<file path="src/rtl/alu_pipe_flags.sv">
// -----------------------------------------------------------------------------
// alu_pipe_flags
//   Registered ALU with N/V/Z condition flags between register-file read and
//   writeback. One operation is accepted per in_valid/in_ready handshake and
//   the result is returned through a single-slot out_valid/out_ready stage.
//   RED (byte reduction) iterates over WIDTH/8 cycles; every other op takes
//   one cycle.
//
// Ports
//   clk        rising-edge clock
//   rst_n      asynchronous active-low reset
//   in_valid   operation request
//   in_ready   block can accept an operation this cycle
//   op         000 ADD, 001 SUB, 010 RED, 011 XOR,
//              100 SLL, 101 SRA, 110 ROR, 111 PADDSB
//   a, b       operands
//   shamt      shift / rotate amount
//   out_valid  result valid
//   out_ready  consumer accepts result
//   result     registered result
//   flag_n/v/z registered negative / overflow / zero flags
// -----------------------------------------------------------------------------
module alu_pipe_flags #(
  parameter  int WIDTH  = 16,
  parameter  int LANE_W = 4,
  localparam int SHW    = $clog2(WIDTH)
) (
  input  logic             clk,
  input  logic             rst_n,
  input  logic             in_valid,
  output logic             in_ready,
  input  logic [2:0]       op,
  input  logic [WIDTH-1:0] a,
  input  logic [WIDTH-1:0] b,
  input  logic [SHW-1:0]   shamt,
  output logic             out_valid,
  input  logic             out_ready,
  output logic [WIDTH-1:0] result,
  output logic             flag_n,
  output logic             flag_v,
  output logic             flag_z
);

  localparam logic [2:0] OP_ADD    = 3'b000;
  localparam logic [2:0] OP_SUB    = 3'b001;
  localparam logic [2:0] OP_RED    = 3'b010;
  localparam logic [2:0] OP_XOR    = 3'b011;
  localparam logic [2:0] OP_SLL    = 3'b100;
  localparam logic [2:0] OP_SRA    = 3'b101;
  localparam logic [2:0] OP_ROR    = 3'b110;
  localparam logic [2:0] OP_PADDSB = 3'b111;

  localparam int NB     = WIDTH / 8;
  localparam int CW     = $clog2(NB);
  localparam int NLANES = WIDTH / LANE_W;

  typedef enum logic {IDLE = 1'b0, RED_ACC = 1'b1} state_t;

  state_t             state_q, state_d;
  logic [WIDTH-1:0]   result_q, result_d;
  logic               out_valid_q, out_valid_d;
  logic               flag_n_q, flag_n_d;
  logic               flag_v_q, flag_v_d;
  logic               flag_z_q, flag_z_d;
  logic [WIDTH-1:0]   acc_q, acc_d;
  logic [CW-1:0]      cnt_q, cnt_d;
  logic [WIDTH-1:0]   a_cap_q, a_cap_d;
  logic [WIDTH-1:0]   b_cap_q, b_cap_d;

  logic               accept;
  logic               red_last;

  // ---------------------------------------------------------------------------
  // Single-cycle datapath
  // ---------------------------------------------------------------------------
  // One extra bit of headroom: saturation occurred when the two top bits differ.
  logic [WIDTH:0]     sum_ext, diff_ext;
  logic [WIDTH-1:0]   add_res, sub_res;
  logic               add_sat, sub_sat;
  logic [WIDTH-1:0]   padd_res;
  logic [WIDTH-1:0]   alu_res;

  localparam logic [WIDTH-1:0] SAT_MAX = {1'b0, {(WIDTH-1){1'b1}}};
  localparam logic [WIDTH-1:0] SAT_MIN = {1'b1, {(WIDTH-1){1'b0}}};

  assign sum_ext  = {a[WIDTH-1], a} + {b[WIDTH-1], b};
  assign diff_ext = {a[WIDTH-1], a} - {b[WIDTH-1], b};
  assign add_sat  = sum_ext[WIDTH] ^ sum_ext[WIDTH-1];
  assign sub_sat  = diff_ext[WIDTH] ^ diff_ext[WIDTH-1];
  assign add_res  = add_sat ? (sum_ext[WIDTH] ? SAT_MIN : SAT_MAX) : sum_ext[WIDTH-1:0];
  assign sub_res  = sub_sat ? (diff_ext[WIDTH] ? SAT_MIN : SAT_MAX) : diff_ext[WIDTH-1:0];

  // Lane-wise saturating add; each lane has its own headroom bit so no carry
  // ever leaks into the neighbouring lane.
  for (genvar gi = 0; gi < NLANES; gi++) begin : g_lane
    logic [LANE_W:0] lane_sum;
    assign lane_sum = {a[gi*LANE_W + LANE_W-1], a[gi*LANE_W +: LANE_W]}
                    + {b[gi*LANE_W + LANE_W-1], b[gi*LANE_W +: LANE_W]};
    assign padd_res[gi*LANE_W +: LANE_W] =
        (lane_sum[LANE_W] ^ lane_sum[LANE_W-1])
          ? (lane_sum[LANE_W] ? {1'b1, {(LANE_W-1){1'b0}}} : {1'b0, {(LANE_W-1){1'b1}}})
          : lane_sum[LANE_W-1:0];
  end

  always_comb begin
    alu_res = '0;
    unique case (op)
      OP_ADD:    alu_res = add_res;
      OP_SUB:    alu_res = sub_res;
      OP_XOR:    alu_res = a ^ b;
      OP_SLL:    alu_res = a << shamt;
      OP_SRA:    alu_res = WIDTH'($signed(a) >>> shamt);
      // Rotating the doubled word makes shamt=0 fall out naturally.
      OP_ROR:    alu_res = WIDTH'({a, a} >> shamt);
      OP_PADDSB: alu_res = padd_res;
      default:   alu_res = '0;
    endcase
  end

  // ---------------------------------------------------------------------------
  // Reduction byte select
  // ---------------------------------------------------------------------------
  logic [7:0]       a_byte [NB];
  logic [7:0]       b_byte [NB];
  logic [WIDTH-1:0] red_sum;

  for (genvar gi = 0; gi < NB; gi++) begin : g_byte
    assign a_byte[gi] = a_cap_q[gi*8 +: 8];
    assign b_byte[gi] = b_cap_q[gi*8 +: 8];
  end

  assign red_sum = acc_q
                 + {{(WIDTH-8){a_byte[cnt_q][7]}}, a_byte[cnt_q]}
                 + {{(WIDTH-8){b_byte[cnt_q][7]}}, b_byte[cnt_q]};
  assign red_last = (cnt_q == CW'(NB-1));

  // ---------------------------------------------------------------------------
  // FSM: state register
  // ---------------------------------------------------------------------------
  always_ff @(posedge clk or negedge rst_n) begin
    if (!rst_n) state_q <= IDLE;
    else        state_q <= state_d;
  end

  // FSM: next-state logic
  always_comb begin
    state_d = state_q;
    unique case (state_q)
      IDLE:    if (accept && op == OP_RED) state_d = RED_ACC;
      RED_ACC: if (red_last)               state_d = IDLE;
      default: state_d = IDLE;
    endcase
  end

  // FSM: outputs. No skid buffer, so a new op is taken only if the output
  // slot is empty or being drained this cycle.
  always_comb begin
    in_ready = (state_q == IDLE) && (!out_valid_q || out_ready);
  end

  assign accept = in_valid && in_ready;

  // ---------------------------------------------------------------------------
  // Datapath / flag next-state
  // ---------------------------------------------------------------------------
  always_comb begin
    result_d    = result_q;
    out_valid_d = out_valid_q;
    flag_n_d    = flag_n_q;
    flag_v_d    = flag_v_q;
    flag_z_d    = flag_z_q;
    acc_d       = acc_q;
    cnt_d       = cnt_q;
    a_cap_d     = a_cap_q;
    b_cap_d     = b_cap_q;

    if (out_ready) out_valid_d = 1'b0;

    unique case (state_q)
      IDLE: begin
        if (accept) begin
          if (op == OP_RED) begin
            a_cap_d = a;
            b_cap_d = b;
            acc_d   = '0;
            cnt_d   = '0;
          end else begin
            result_d    = alu_res;
            out_valid_d = 1'b1;
            unique case (op)
              OP_ADD, OP_SUB: begin
                flag_n_d = alu_res[WIDTH-1];
                flag_v_d = (op == OP_ADD) ? add_sat : sub_sat;
                flag_z_d = (alu_res == '0);
              end
              OP_XOR, OP_SLL, OP_SRA, OP_ROR: flag_z_d = (alu_res == '0);
              default: ;  // PADDSB leaves flags untouched
            endcase
          end
        end
      end
      RED_ACC: begin
        if (red_last) begin
          result_d    = red_sum;
          out_valid_d = 1'b1;
          acc_d       = '0;
          cnt_d       = '0;
        end else begin
          acc_d = red_sum;
          cnt_d = cnt_q + 1'b1;
        end
      end
      default: ;
    endcase
  end

  always_ff @(posedge clk or negedge rst_n) begin
    if (!rst_n) begin
      result_q    <= '0;
      out_valid_q <= 1'b0;
      flag_n_q    <= 1'b0;
      flag_v_q    <= 1'b0;
      flag_z_q    <= 1'b0;
      acc_q       <= '0;
      cnt_q       <= '0;
      a_cap_q     <= '0;
      b_cap_q     <= '0;
    end else begin
      result_q    <= result_d;
      out_valid_q <= out_valid_d;
      flag_n_q    <= flag_n_d;
      flag_v_q    <= flag_v_d;
      flag_z_q    <= flag_z_d;
      acc_q       <= acc_d;
      cnt_q       <= cnt_d;
      a_cap_q     <= a_cap_d;
      b_cap_q     <= b_cap_d;
    end
  end

  assign result    = result_q;
  assign out_valid = out_valid_q;
  assign flag_n    = flag_n_q;
  assign flag_v    = flag_v_q;
  assign flag_z    = flag_z_q;

endmodule

</file>
<file path="config.mk">
export PLATFORM = sky130hd
export DESIGN_NAME = alu_pipe_flags
export DESIGN_NICKNAME = d
export VERILOG_FILES = /design/src/rtl/alu_pipe_flags.sv
export SDC_FILE = /design/constraint.sdc
export NUM_CORES = 1
export LEC_CHECK = 0
export CAP_MARGIN = 20
export CORE_MARGIN = 2
export CORE_UTILIZATION = 30
export DETAILED_ROUTE_END_ITERATION = 10
export GPL_ROUTABILITY_DRIVEN = 0
export GPL_TIMING_DRIVEN = 0
export MAX_ROUTING_LAYER = met4
export PLACE_DENSITY_LB_ADDON = 0.05
export SLEW_MARGIN = 20
export SYNTH_ARGS = -nofsm -noshare
export SYNTH_HDL_FRONTEND = slang
export SYNTH_SLANG_ARGS = --single-unit
</file>
<file path="constraint.sdc">
create_clock -name clk -period 11.8 [get_ports clk]
set_input_delay 2.36 -clock clk [delete_from_list [all_inputs] [get_ports clk]]
set_output_delay 2.36 -clock clk [all_outputs]
set_load 0.005 [all_outputs]
</file>
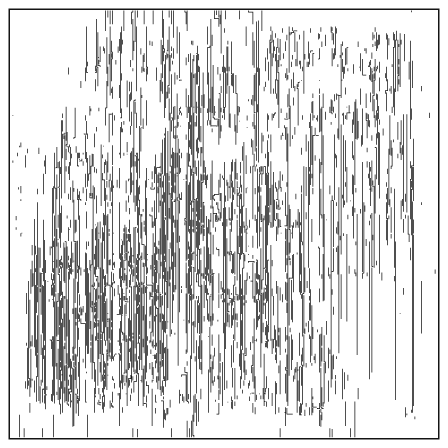
Fig. 1. Signal wires on met2 (run 1).
wire length on this layer: 16,100 µm
longest straight run: 111 µm
nets with wire on the layer: 981
share of all routed wire: 44%

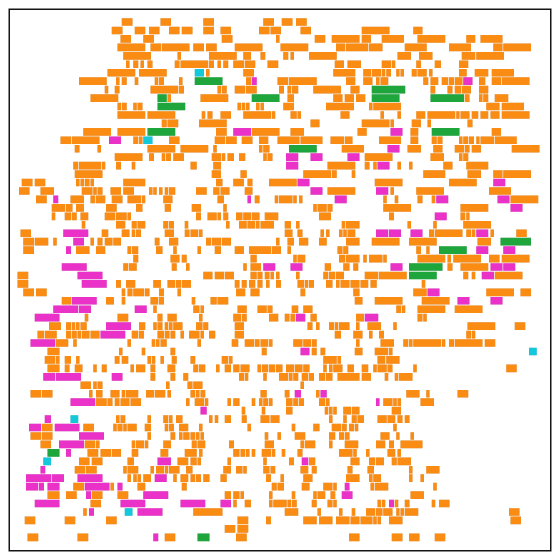
Fig. 2. Drive-strength map (run 1).
| size | colour | cells |
|---|---|---|
| drive 2 | magenta | 92 |
| drive 6 and up | green | 16 |
| drive 1 or less | orange | 984 |
| drive 3 to 4 | cyan | 6 |

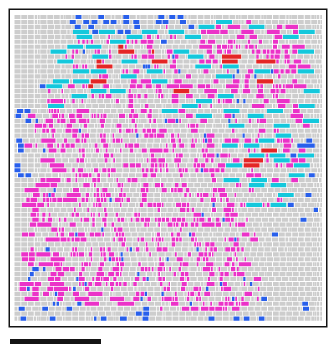
Fig. 3. Cells coloured by class (run 1).
The bar under the picture is 50 µm long. Fill, decap, tap and diode cells in grey.
| class | colour | cells |
|---|---|---|
| flip-flops | cyan | 70 |
| all other logic | magenta | 883 |
| clock drivers and dummy loads | red | 16 |
| other buffers and delay cells | blue | 129 |
CORE AREA: 28,500 µm²
site row count: 62
Finished Cell Area: 10,100 µm²
Post-Route Utilization: 35.4%

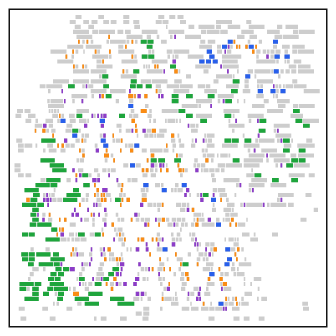
Fig. 4. Gate families picked out (run 1).
| family | colour | cells |
|---|---|---|
| multiplexers | green | 119 |
| NAND gates | purple | 137 |
| XOR/XNOR gates | blue | 35 |
| NOR gates | orange | 139 |
logic share of the area: 63.6%
most frequent logic cell in the layout: nor2_1
Finished Layout Cells: 1,482

==> impl_metrics.ini, run 1 <==
; flow metrics
[final_layout]
layout_top_cells = nor2_1 (90), nand2_1 (84), dfrtp_1 (70)
synthToLayoutAreaGrowth_pct = 16.9
logic_gates = 837
drive_gt1_share_pct = 10.4
clk_share_pct = 3.42
largest_class = logic gates
seq_cells = 70
seq-cell-share_pct = 17.3

[yosys]
syn_inst = 1020
top_cells_by_area = dfrtp_1 (20%), ha_1 (7.5%), mux4_2 (6.0%)
synth-edff-count = 0
synth-compound-area-share_pct = 23.1
postSynth.asyncResetShare_pct = 100
ys_warn_count = 0
ys_ff = 70
avgSynthCellArea_um2 = 8.49
ys_sh_simple_pct = 17.0
common_cells = nor2_1 (90), nand2_1 (84), dfrtp_1 (70)
top_area_share_pct = 20.2
yosys_most_used_dff = dfrtp_1
xor_share_pct = 3.54

[power]
power.switching_mw = 1.09
powerSeq_mw = 0.413
combPwrFrac_pct = 67.1
peakVddDrop_mv = 0.153
total_power_mw = 2.23

[critical_path]
required_ns = 12.02
setup.worst_path.start = a[5]
cpMostUsedCell = clkbuf_1
end_kind = flip-flop
crit_buf_inv = 4
path_class = primary input to flip-flop
r2r_slack_ns = 7.08
regToRegStartpoint = cnt_q

[hold_path]
hp-class = flip-flop to flip-flop

[cts]
cts_root_buffer = clkbuf_16
clockBufferDepth = 2
clock_latency_ns = 0.34
cts.htree.levels = 3
cts_buffers = 9

[grt]
busiest_layer = met2
grt_pass1_wl_mm = 55.5
antenna_found_initial = 2
grt_util_met1_pct = 36.0

[placed_design]
dp_hpwl_mm = 29.3
place_inst = 1466
dpl_worst_slack_ns = 2.75

[run]
warnings = 45

[detailed_routing]
top_layer = met4
dr_wl_met3_mm = 1.77
drc_errors = 0
wl_per_cell_um = 24.9

[floorplanning]
n_tap_cell = 384

[final_timing]
hold_viol = 0
final-setup-viol-count = 0
period_used_pct = 74.2
worst_hold_slack_ns = 0.476
slew_headroom_pct = 33.1
clock-skew-final_ns = 0.00914

[status]
status = completed
==> run 1 -> run 2 <==
==> constraint.sdc (replaced) <==
create_clock -name clk -period 8.4 [get_ports clk]
set_input_delay 1.68 -clock clk [delete_from_list [all_inputs] [get_ports clk]]
set_output_delay 1.68 -clock clk [all_outputs]
set_load 0.005 [all_outputs]
==> run 2 against run 1 <==
Critical path depth stayed put; highest routed layer unchanged; largest power group unchanged; cell count stayed put; routed wire length stayed put.
==> impl_metrics.ini, run 2 <==
; flow metrics
[final_timing]
hold_viol = 0
worst_hold_slack_ns = 0.476
drv_slew = 0
clock-skew-final_ns = 0.00914
fmax_mhz = 124
final-setup-viol-count = 0
period_used_pct = 96.2
slew_headroom_pct = 33.1

[final_layout]
synthToLayoutAreaGrowth_pct = 16.9
fin_cells = 1482
clk_share_pct = 3.42
comb_area_share_pct = 63.6
final_util_pct = 35.4
logic_gates = 837
layout_top_cells = nor2_1 (90), nand2_1 (84), dfrtp_1 (70)
largest_class = logic gates
seq-cell-share_pct = 17.3
stdcell_area_um2 = 10100
flop_area_um2 = 1750
lay_top_count = nor2_1
seq_cells = 70
nets = 1209
drive_gt1_share_pct = 10.4
n_all_buffers = 129
inv_count = 46

[yosys]
synth.comb.largest_family = AND-OR/OR-AND gates
yosys_most_used_dff = dfrtp_1
ys_warn_count = 0
ys_ff = 70
avgSynthCellArea_um2 = 8.49
ys_sh_simple_pct = 17.0
common_cells = nor2_1 (90), nand2_1 (84), dfrtp_1 (70)
top_cells_by_area = dfrtp_1 (20%), ha_1 (7.5%), mux4_2 (6.0%)
fp_nets = 1136
ys_types = 80
synth-edff-count = 0
syn_inst = 1020
yosysTopAreaCell = dfrtp_1
synth-adder-area-share_pct = 12.8
synth_seq_share_pct = 20.2
top_area_share_pct = 20.2
synth-compound-area-share_pct = 23.1
ys_chip_area_um2 = 8660
xor_share_pct = 3.54
top_cell = nor2_1
postSynth.asyncResetShare_pct = 100

[status]
status = completed

[detailed_routing]
drt_iter0_markers = 894
dr_wl_met3_mm = 1.77
wirelength_mm = 36.9
firstDrtPassIters = 5
dr_wl_met2_mm = 16.1
num_vias = 8514
drc_errors = 0
wl_per_cell_um = 24.9
top_layer = met4

[power]
p_clk_share_pct = 14.4
pg_clk_mw = 0.453
combPwrFrac_pct = 67.1
peakVddDrop_mv = 0.214
powerSeq_mw = 0.581
switching_share_pct = 48.6
p_leak_nw = 4.16
maxPowerGroup = combinational cells
total_power_mw = 3.14
power.switching_mw = 1.52

[critical_path]
required_ns = 8.62
critPathLaunchType = primary input
cpMaxStageDelayCell = clkdlybuf4s50_1
regToRegStartpoint = cnt_q
cpMostUsedCell = clkbuf_1
path_class = primary input to flip-flop
r2r_slack_ns = 3.68
crit_buf_inv = 4
cpPeakStageDelay_ns = 0.95
crit_path_max_fanout = 11
end_kind = flip-flop
setup.worst_path.start = a[5]

[grt]
met3_usage_pct = 2.70
busiest_layer = met2
grt_util_met1_pct = 36.0
grt_util_all_layers_pct = 25.1
antenna_found_initial = 2
grt_pass1_wl_mm = 55.5

[cts]
ctsResizeCount = 0
cts.htree.levels = 3
cts_setup_buffers = 0
clock_latency_ns = 0.34
cts_buffers = 9
cts.sinks = 70
clockBufferDepth = 2
cts_root_buffer = clkbuf_16

[hold_path]
hp-class = flip-flop to flip-flop
holdPathStages = 2
hold_end = b_cap_q[3]
min_from = b_cap_q[3]

[placed_design]
dp_hpwl_mm = 29.3
place_inst = 1466
dpl_worst_slack_ns = 0.0254

[run]
warnings = 45
drv_cap = 0

[floorplanning]
core_area_um2 = 28500
n_tap_cell = 384
dieArea_um2 = 30200
fp-row-count = 62
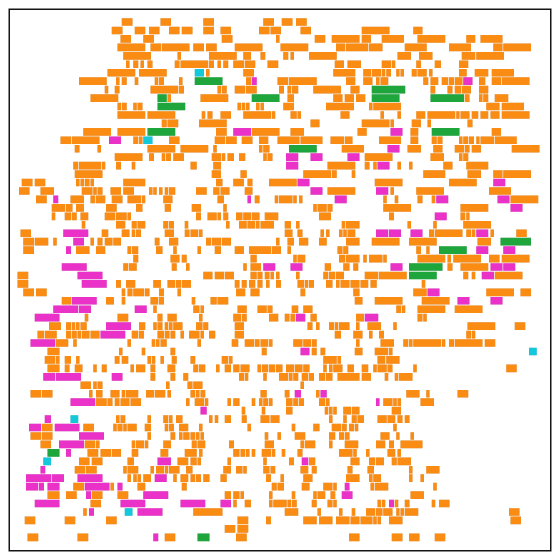
Fig. 5. Drive-strength map (run 2).
| size | colour | cells |
|---|---|---|
| drive 6 and up | green | 16 |
| drive 2 | magenta | 92 |
| drive 1 or less | orange | 984 |
| drive 3 to 4 | cyan | 6 |

Power and IR drop assume default switching activity.
